Placement density heat map:
(3 px per um) The die is cut into 14 by 14 equal tiles; dark blue is low, red is high, 0 to 100% covered.
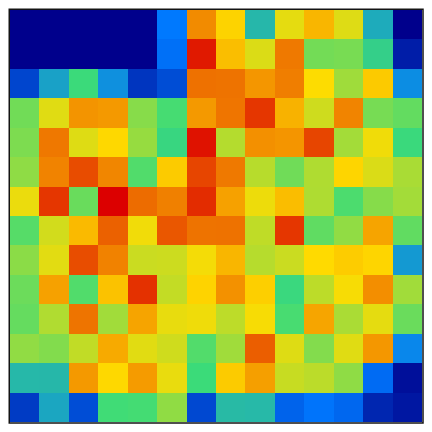
Signal wires on met4:
(3 px per um) Supply wires on this layer in grey.
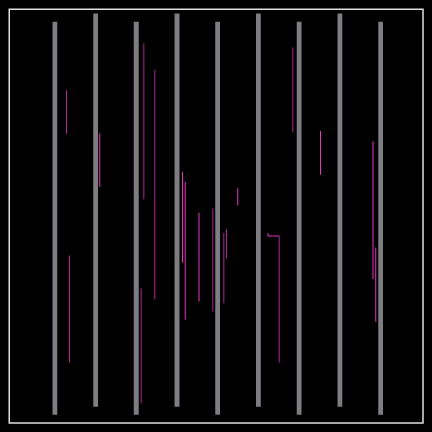
Nets reached from selected ports:
(2 px per um)
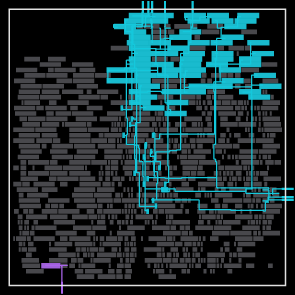
Clock wires, drivers and flops:
(3 px per um)
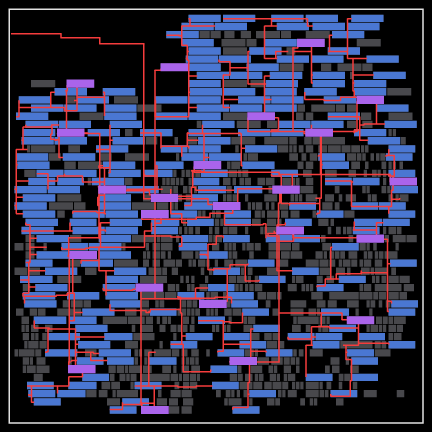
File: config.mk
export PLATFORM = sky130hd
export DESIGN_NAME = spart_fifo_core
export DESIGN_NICKNAME = d
export VERILOG_FILES = /design/src/rtl/spart_pkg.sv /design/src/rtl/spart_sync_fifo.sv /design/src/rtl/spart_fifo_core.sv
export SDC_FILE = /design/constraint.sdc
export NUM_CORES = 1
export LEC_CHECK = 0
export CORE_MARGIN = 1
export CORE_UTILIZATION = 56
export CTS_CLUSTER_DIAMETER = 50
export CTS_CLUSTER_SIZE = 16
export DETAILED_ROUTE_END_ITERATION = 7
export PLACE_DENSITY = 0.72
export SYNTH_ARGS = -nofsm -noshare
export SYNTH_HDL_FRONTEND = slang
export SYNTH_SLANG_ARGS = --single-unit
File: constraint.sdc
create_clock -name clk -period 3.3 [get_ports clk]
set_input_delay 0.66 -clock clk [delete_from_list [all_inputs] [get_ports clk]]
set_output_delay 0.66 -clock clk [all_outputs]
set_load 0.01 [all_outputs]
File: src/rtl/spart_pkg.sv
// Shared definitions for the SPART core: register map, parity mode and FSM states.
package spart_pkg;

   localparam logic [1:0] ADDR_DATA = 2'b00;
   localparam logic [1:0] ADDR_STAT = 2'b01;
   localparam logic [1:0] ADDR_DBL  = 2'b10;
   localparam logic [1:0] ADDR_DBH  = 2'b11;

   localparam int unsigned BAUD_W   = 16;
   localparam int unsigned TCNT_W   = 5;

   typedef enum logic [1:0] {
      PAR_NONE = 2'd0,
      PAR_EVEN = 2'd1,
      PAR_ODD  = 2'd2
   } parity_e;

   typedef enum logic [2:0] {
      TX_IDLE,
      TX_START,
      TX_DATA,
      TX_PARITY,
      TX_STOP
   } tx_state_e;

   typedef enum logic [2:0] {
      RX_IDLE,
      RX_START,
      RX_DATA,
      RX_PARITY,
      RX_STOP
   } rx_state_e;

endpackage

File: src/rtl/spart_sync_fifo.sv
// Pointer-plus-count synchronous FIFO with registered full/empty flags.
module spart_sync_fifo #(
   parameter int unsigned WIDTH = 8,
   parameter int unsigned DEPTH = 8
) (
   input  logic             clk,
   input  logic             rst_n,
   input  logic             push,
   input  logic [WIDTH-1:0] din,
   input  logic             pop,
   output logic [WIDTH-1:0] head_c,
   output logic             full,
   output logic             empty
);

   localparam int unsigned AW = (DEPTH > 1) ? $clog2(DEPTH) : 1;
   localparam int unsigned CW = AW + 1;

   logic [WIDTH-1:0] mem [DEPTH];
   logic [AW-1:0]    wptr;
   logic [AW-1:0]    rptr;
   logic [CW-1:0]    count;
   logic [CW-1:0]    count_d;
   logic             push_ok;
   logic             pop_ok;

   // A push into a full FIFO is accepted only when a pop frees a slot on the same edge.
   assign pop_ok  = pop & ~empty;
   assign push_ok = push & (~full | pop_ok);
   assign head_c  = mem[rptr];

   always_comb begin
      count_d = count + CW'(push_ok) - CW'(pop_ok);
   end

   always_ff @(posedge clk or negedge rst_n) begin
      if (!rst_n) begin
         wptr  <= '0;
         rptr  <= '0;
         count <= '0;
         full  <= 1'b0;
         empty <= 1'b1;
      end else begin
         if (push_ok) wptr <= wptr + AW'(1);
         if (pop_ok)  rptr <= rptr + AW'(1);
         count <= count_d;
         full  <= (count_d == CW'(DEPTH));
         empty <= (count_d == '0);
      end
   end

   always_ff @(posedge clk) begin
      if (push_ok) mem[wptr] <= din;
   end

endmodule

File: src/rtl/spart_fifo_core.sv
// Bus-mapped UART core: baud generator, TX/RX FSMs with FIFOs and register decode.
module spart_fifo_core
   import spart_pkg::*;
#(
   parameter int unsigned DATA_BITS   = 8,
   parameter int unsigned FIFO_DEPTH  = 8,
   parameter int unsigned PARITY      = 0,
   parameter int unsigned STOP_BITS   = 1,
   parameter logic [15:0] DEFAULT_DIV = 16'd325
) (
   input  logic       clk,
   input  logic       rst_n,
   input  logic       iocs,
   input  logic       iorw,
   input  logic [1:0] ioaddr,
   input  logic [7:0] wdata,
   output logic [7:0] rdata,
   output logic       rda,
   output logic       tbr,
   output logic       txd,
   input  logic       rxd
);

   localparam parity_e           PAR_MODE    = parity_e'(2'(PARITY));
   localparam bit                HAS_PAR     = (PAR_MODE != PAR_NONE);
   localparam logic              PAR_INV     = (PAR_MODE == PAR_ODD);
   localparam logic [TCNT_W-1:0] BIT_LAST    = TCNT_W'(15);
   localparam logic [TCNT_W-1:0] MID_LAST    = TCNT_W'(7);
   localparam logic [TCNT_W-1:0] STOP_LAST   = TCNT_W'(16 * STOP_BITS - 1);
   localparam logic [2:0]        IDX_LAST    = 3'(DATA_BITS - 1);

   logic wr, rd, tx_push, rx_pop, stat_clr, dbl_wr, dbh_wr;
   logic [BAUD_W-1:0] div, baud_cnt;
   logic tick;
   logic tx_full, tx_empty, rx_full, rx_empty;
   logic [DATA_BITS-1:0] tx_head, rx_head;
   logic rxd_m, rxd_s;
   logic perr, ferr, ovr;

   assign wr       = iocs & ~iorw;
   assign rd       = iocs & iorw;
   assign tx_push  = wr & (ioaddr == ADDR_DATA);
   assign rx_pop   = rd & (ioaddr == ADDR_DATA);
   assign stat_clr = rd & (ioaddr == ADDR_STAT);
   assign dbl_wr   = wr & (ioaddr == ADDR_DBL);
   assign dbh_wr   = wr & (ioaddr == ADDR_DBH);
   assign rda      = ~rx_empty;
   assign tbr      = ~tx_full;
   assign tick     = (baud_cnt == '0);

   // Baud down-counter; divisor writes reload it immediately.
   always_ff @(posedge clk or negedge rst_n) begin
      if (!rst_n) begin
         div      <= DEFAULT_DIV;
         baud_cnt <= DEFAULT_DIV;
      end else if (dbl_wr) begin
         div      <= {div[15:8], wdata};
         baud_cnt <= {div[15:8], wdata};
      end else if (dbh_wr) begin
         div      <= {wdata, div[7:0]};
         baud_cnt <= {wdata, div[7:0]};
      end else if (tick) begin
         baud_cnt <= div;
      end else begin
         baud_cnt <= baud_cnt - BAUD_W'(1);
      end
   end

   always_ff @(posedge clk or negedge rst_n) begin
      if (!rst_n) begin
         rxd_m <= 1'b1;
         rxd_s <= 1'b1;
      end else begin
         rxd_m <= rxd;
         rxd_s <= rxd_m;
      end
   end

   tx_state_e             tx_state, tx_state_d;
   logic [TCNT_W-1:0]     tx_cnt, tx_cnt_d;
   logic [2:0]            tx_idx, tx_idx_d;
   logic [DATA_BITS-1:0]  tx_shift, tx_shift_d;
   logic                  tx_par, tx_par_d, txd_d, tx_pop, tx_load;

   // TX next-state: IDLE and the end of STOP both start a new frame when data waits.
   always_comb begin
      tx_state_d = tx_state;
      tx_cnt_d   = tx_cnt;
      tx_idx_d   = tx_idx;
      tx_shift_d = tx_shift;
      tx_par_d   = tx_par;
      tx_pop     = 1'b0;
      tx_load    = 1'b0;
      txd_d      = 1'b1;
      if (tick) begin
         tx_cnt_d = tx_cnt + TCNT_W'(1);
         case (tx_state)
            TX_IDLE: begin
               tx_cnt_d = '0;
               tx_load  = ~tx_empty;
            end
            TX_START: if (tx_cnt == BIT_LAST) begin
               tx_cnt_d   = '0;
               tx_idx_d   = '0;
               tx_state_d = TX_DATA;
            end
            TX_DATA: if (tx_cnt == BIT_LAST) begin
               tx_cnt_d   = '0;
               tx_shift_d = tx_shift >> 1;
               tx_idx_d   = tx_idx + 3'd1;
               if (tx_idx == IDX_LAST) tx_state_d = HAS_PAR ? TX_PARITY : TX_STOP;
            end
            TX_PARITY: if (tx_cnt == BIT_LAST) begin
               tx_cnt_d   = '0;
               tx_state_d = TX_STOP;
            end
            TX_STOP: if (tx_cnt == STOP_LAST) begin
               tx_cnt_d   = '0;
               tx_state_d = TX_IDLE;
               tx_load    = ~tx_empty;
            end
            default: tx_state_d = TX_IDLE;
         endcase
      end
      if (tx_load) begin
         tx_pop     = 1'b1;
         tx_state_d = TX_START;
         tx_shift_d = tx_head;
         tx_par_d   = (^tx_head) ^ PAR_INV;
      end
      case (tx_state_d)
         TX_START:  txd_d = 1'b0;
         TX_DATA:   txd_d = tx_shift_d[0];
         TX_PARITY: txd_d = tx_par_d;
         default:   txd_d = 1'b1;
      endcase
   end

   rx_state_e             rx_state, rx_state_d;
   logic [TCNT_W-1:0]     rx_cnt, rx_cnt_d;
   logic [2:0]            rx_idx, rx_idx_d;
   logic [DATA_BITS-1:0]  rx_shift, rx_shift_d;
   logic                  rx_pbit, rx_pbit_d, rx_push;
   logic                  set_perr, set_ferr, set_ovr;

   // RX next-state: mid-bit sampling after start qualification; stop sample decides the byte.
   always_comb begin
      rx_state_d = rx_state;
      rx_cnt_d   = rx_cnt;
      rx_idx_d   = rx_idx;
      rx_shift_d = rx_shift;
      rx_pbit_d  = rx_pbit;
      rx_push    = 1'b0;
      set_perr   = 1'b0;
      set_ferr   = 1'b0;
      set_ovr    = 1'b0;
      if (tick) begin
         rx_cnt_d = rx_cnt + TCNT_W'(1);
         case (rx_state)
            RX_IDLE: begin
               rx_cnt_d = '0;
               if (!rxd_s) rx_state_d = RX_START;
            end
            RX_START: if (rx_cnt == MID_LAST) begin
               rx_cnt_d   = '0;
               rx_idx_d   = '0;
               rx_state_d = rxd_s ? RX_IDLE : RX_DATA;
            end
            RX_DATA: if (rx_cnt == BIT_LAST) begin
               rx_cnt_d   = '0;
               rx_shift_d = {rxd_s, rx_shift[DATA_BITS-1:1]};
               rx_idx_d   = rx_idx + 3'd1;
               if (rx_idx == IDX_LAST) rx_state_d = HAS_PAR ? RX_PARITY : RX_STOP;
            end
            RX_PARITY: if (rx_cnt == BIT_LAST) begin
               rx_cnt_d   = '0;
               rx_pbit_d  = rxd_s;
               rx_state_d = RX_STOP;
            end
            RX_STOP: if (rx_cnt == BIT_LAST) begin
               rx_cnt_d   = '0;
               rx_state_d = RX_IDLE;
               if (!rxd_s) begin
                  set_ferr = 1'b1;
               end else if (rx_full && !rx_pop) begin
                  set_ovr = 1'b1;
               end else begin
                  rx_push  = 1'b1;
                  set_perr = HAS_PAR && (rx_pbit != ((^rx_shift) ^ PAR_INV));
               end
            end
            default: rx_state_d = RX_IDLE;
         endcase
      end
   end

   always_ff @(posedge clk or negedge rst_n) begin
      if (!rst_n) begin
         tx_state <= TX_IDLE;
         tx_cnt   <= '0;
         tx_idx   <= '0;
         tx_shift <= '0;
         tx_par   <= 1'b0;
         txd      <= 1'b1;
         rx_state <= RX_IDLE;
         rx_cnt   <= '0;
         rx_idx   <= '0;
         rx_shift <= '0;
         rx_pbit  <= 1'b0;
      end else begin
         tx_state <= tx_state_d;
         tx_cnt   <= tx_cnt_d;
         tx_idx   <= tx_idx_d;
         tx_shift <= tx_shift_d;
         tx_par   <= tx_par_d;
         txd      <= txd_d;
         rx_state <= rx_state_d;
         rx_cnt   <= rx_cnt_d;
         rx_idx   <= rx_idx_d;
         rx_shift <= rx_shift_d;
         rx_pbit  <= rx_pbit_d;
      end
   end

   // Sticky errors: a new error wins over a same-edge status-read clear.
   always_ff @(posedge clk or negedge rst_n) begin
      if (!rst_n) begin
         perr <= 1'b0;
         ferr <= 1'b0;
         ovr  <= 1'b0;
      end else begin
         perr <= set_perr | (perr & ~stat_clr);
         ferr <= set_ferr | (ferr & ~stat_clr);
         ovr  <= set_ovr  | (ovr  & ~stat_clr);
      end
   end

   always_comb begin
      rdata = '0;
      if (rd) begin
         case (ioaddr)
            ADDR_DATA: rdata = rx_empty ? 8'h00 : 8'(rx_head);
            ADDR_STAT: rdata = {3'b000, perr, ferr, ovr, rda, tbr};
            ADDR_DBL:  rdata = div[7:0];
            default:   rdata = div[15:8];
         endcase
      end
   end

   spart_sync_fifo #(.WIDTH(DATA_BITS), .DEPTH(FIFO_DEPTH)) u_tx_fifo (
      .clk    (clk),
      .rst_n  (rst_n),
      .push   (tx_push),
      .din    (wdata[DATA_BITS-1:0]),
      .pop    (tx_pop),
      .head_c (tx_head),
      .full   (tx_full),
      .empty  (tx_empty)
   );

   spart_sync_fifo #(.WIDTH(DATA_BITS), .DEPTH(FIFO_DEPTH)) u_rx_fifo (
      .clk    (clk),
      .rst_n  (rst_n),
      .push   (rx_push),
      .din    (rx_shift),
      .pop    (rx_pop),
      .head_c (rx_head),
      .full   (rx_full),
      .empty  (rx_empty)
   );

endmodule

==> results.sh <==
# flow metrics
export IMPL_grt_ovfl_total=0
export IMPL_pwr_density_cell_nw_per_um2=703
export IMPL_synth_cells=779
export IMPL_grt_pass1_wl_um=33700
export IMPL_core_area_um2=18000
export IMPL_rsz0062_at_grt="true"
export IMPL_ys_sh_aoi_pct=6.68
export IMPL_post_dp_cell_area_um2=11000
export IMPL_cts_buffer_depth=3
export IMPL_r2r_cells=14
export IMPL_cts_hold_buf=0
export IMPL_wirelength_um=21300
export IMPL_fa_ha_area_share_pct=3.44
export IMPL_dp_cells=1039
export IMPL_status="completed"
export IMPL_grt_max_degree=58
export IMPL_drc=0
export IMPL_grt_busiest_layer="met2"
export IMPL_power_frac_comb_pct=24.1
export IMPL_post_route_util_pct=66.0
export IMPL_path_clk_slew_ns=0.08
export IMPL_whs_ns=0.211
export IMPL_fillerInstances=1275
export IMPL_antenna_found_initial=0
export IMPL_post_route_period_util_pct=98.2
export IMPL_final_layout_size_suffix_gt1_share_pct=20.6
export IMPL_seq_area_um2=6390
export IMPL_combGateArea_um2=3700
export IMPL_core_util_floorplan_pct=57.2
export IMPL_fin_worst_skew_ns=0.0165
export IMPL_grt_pass1_vias=6485
export IMPL_pwr_share_seq_pct=45.2
export IMPL_edf_count=128
export IMPL_top_logic_kind="simple AND/OR/NAND/NOR gates"
export IMPL_p_int_mw=5.88
export IMPL_leakagePower_nw=4.66
export IMPL_fin_area_um2=11900
export IMPL_yosys_area_share_simple_pct=11.6
export IMPL_met3_usage_pct=3.97
export IMPL_slew_headroom_pct=46.5
export IMPL_slew_viol_final=0
-- 'placement density heat map' (at the start) --
nearly empty tiles: 5.6%
mean over tiles: 61%
tiles over 75% full: 35%

-- 'signal wires on met4' (at the start) --
nets with wire on the layer: 11
wire length on this layer: 569 um
share of all routed wire: 2.7%
longest straight run: 76.2 um

-- 'nets reached from selected ports' (at the start) --
| port | colour | bits | direction | edge | end cells | buffers | wire |
|---|---|---|---|---|---|---|---|
| wdata | cyan | 8 | input | 5 north, 3 east | 81 | 8 | 1440 um |
| rxd | purple | 1 | input | south | 1 | 1 | 20.5 um |

-- 'clock wires, drivers and flops' (at the start) --
[clock drivers] purple | count: 23
[clock wires] red | length: 2570 um
[flip-flops] blue | count: 229
routed clock nets: 24
flops lie: all over the die

-- path summary, 6_finish.rpt --
kind,from,end,slack (ns)
worst max-delay path,u_rx_fifo.rptr[1],rdata[3],0.06
worst min-delay path,rst_n,rx_cnt[3],0.21
worst max register to register,tx_cnt[1],u_tx_fifo.full,0.12
worst min register to register,rxd_m,rxd_s,0.36
max in group asynchronous,rst_n,div[0],2.26
min in group clk,rxd_m,rxd_s,0.36
-- cell families (layout without fill, tap and decap cells) --
logic type                 Yosys count  in the layout
DFF                                229            229
and+or+nand+nor                    253            253
buffers and inverters               61            143
AOI/OAI and AO/OA                  107            107
muxes                               70             70
adders and majority gates           27             27
xor gates and xnor gates            32             32
-- timing repair --
action / 4_1_cts / 5_1_grt
gates resized: 9 / 11
pin swaps: 0 / 6
gates cloned: 0 / 1
endpoints found under the setup margin: 10 / 7
endpoints found under the hold margin: 0 / 0
buffers inserted: 3 / 6
-- state kept, by name (all words and copies together), names as in the netlist, 4 cells and up --
register / flops
u_rx_fifo.mem: 64
tx_shift: 8
baud_cnt: 16
u_tx_fifo.mem: 64
u_rx_fifo.count: 4
rx_cnt: 5
div: 16
u_tx_fifo.count: 4
rx_shift: 8
tx_cnt: 5
-- per-stage QoR --
| stage | power, mW | setup TNS (ns) |
|---|---|---|
| finish | 8.34 | 0 |
| global route | 8.76 | -0.0322 |
| CTS | 8.28 | 0 |
| detailed placement | 5.70 | -0.0167 |
| global placement | 5.59 | 0 |
| floorplan | 5.12 | 0 |
-- area by class of cell --
cell class | count | area share (%)
Clock buffer | 28 | 5.10
Clock inverter | 13 | 1.14
Inverter | 31 | 0.981
Multi-Input combinational cell | 489 | 31.2
Sequential cell | 229 | 53.9
Tap cell | 229 | 2.42
Timing Repair Buffer | 71 | 5.24
-- placed cells by master, fill, tap and decap left out, drive strengths merged, types with 3 or more instances in the layout --
master,instances
edfxtp,128
nand2,127
dfrtp,88
nor2,48
buf,46
o21ai,38
inv,38
mux4,32
clkbuf,29
xnor2,26
mux2,26
a21oi,25
ha,25
clkdlybuf4s50,17
nor3,17
dfstp,13
mux2i,12
nand3,11
nand2b,9
nor2b,8
a22oi,7
o211ai,7
xor2,6
dlygate4sd2,6
a21o,5
nor3b,5
or3,5
clkinv,5
nand3b,4
a31oi,4
or2,3
o31ai,3
and3,3
or4,3
nor4,3
-- power by group through the flow --
stage / logic, mW / registers, mW / clock network, mW
after floorplan: 1.51 / 3.61 / 0
after global placement: 1.81 / 3.79 / 0
after detailed placement: 1.89 / 3.81 / 0
after CTS: 1.93 / 3.76 / 2.60
after global routing: 2.23 / 3.82 / 2.71
final: 2.01 / 3.77 / 2.56
-- layer usage --
layer	share of wire (%)	wire [um]
met4	2.7	568
met5	0	0
met2	50	10600
met1	43	9090
met3	4.7	1010
Power figures rest on the tool's default switching activity, not on a simulated workload.
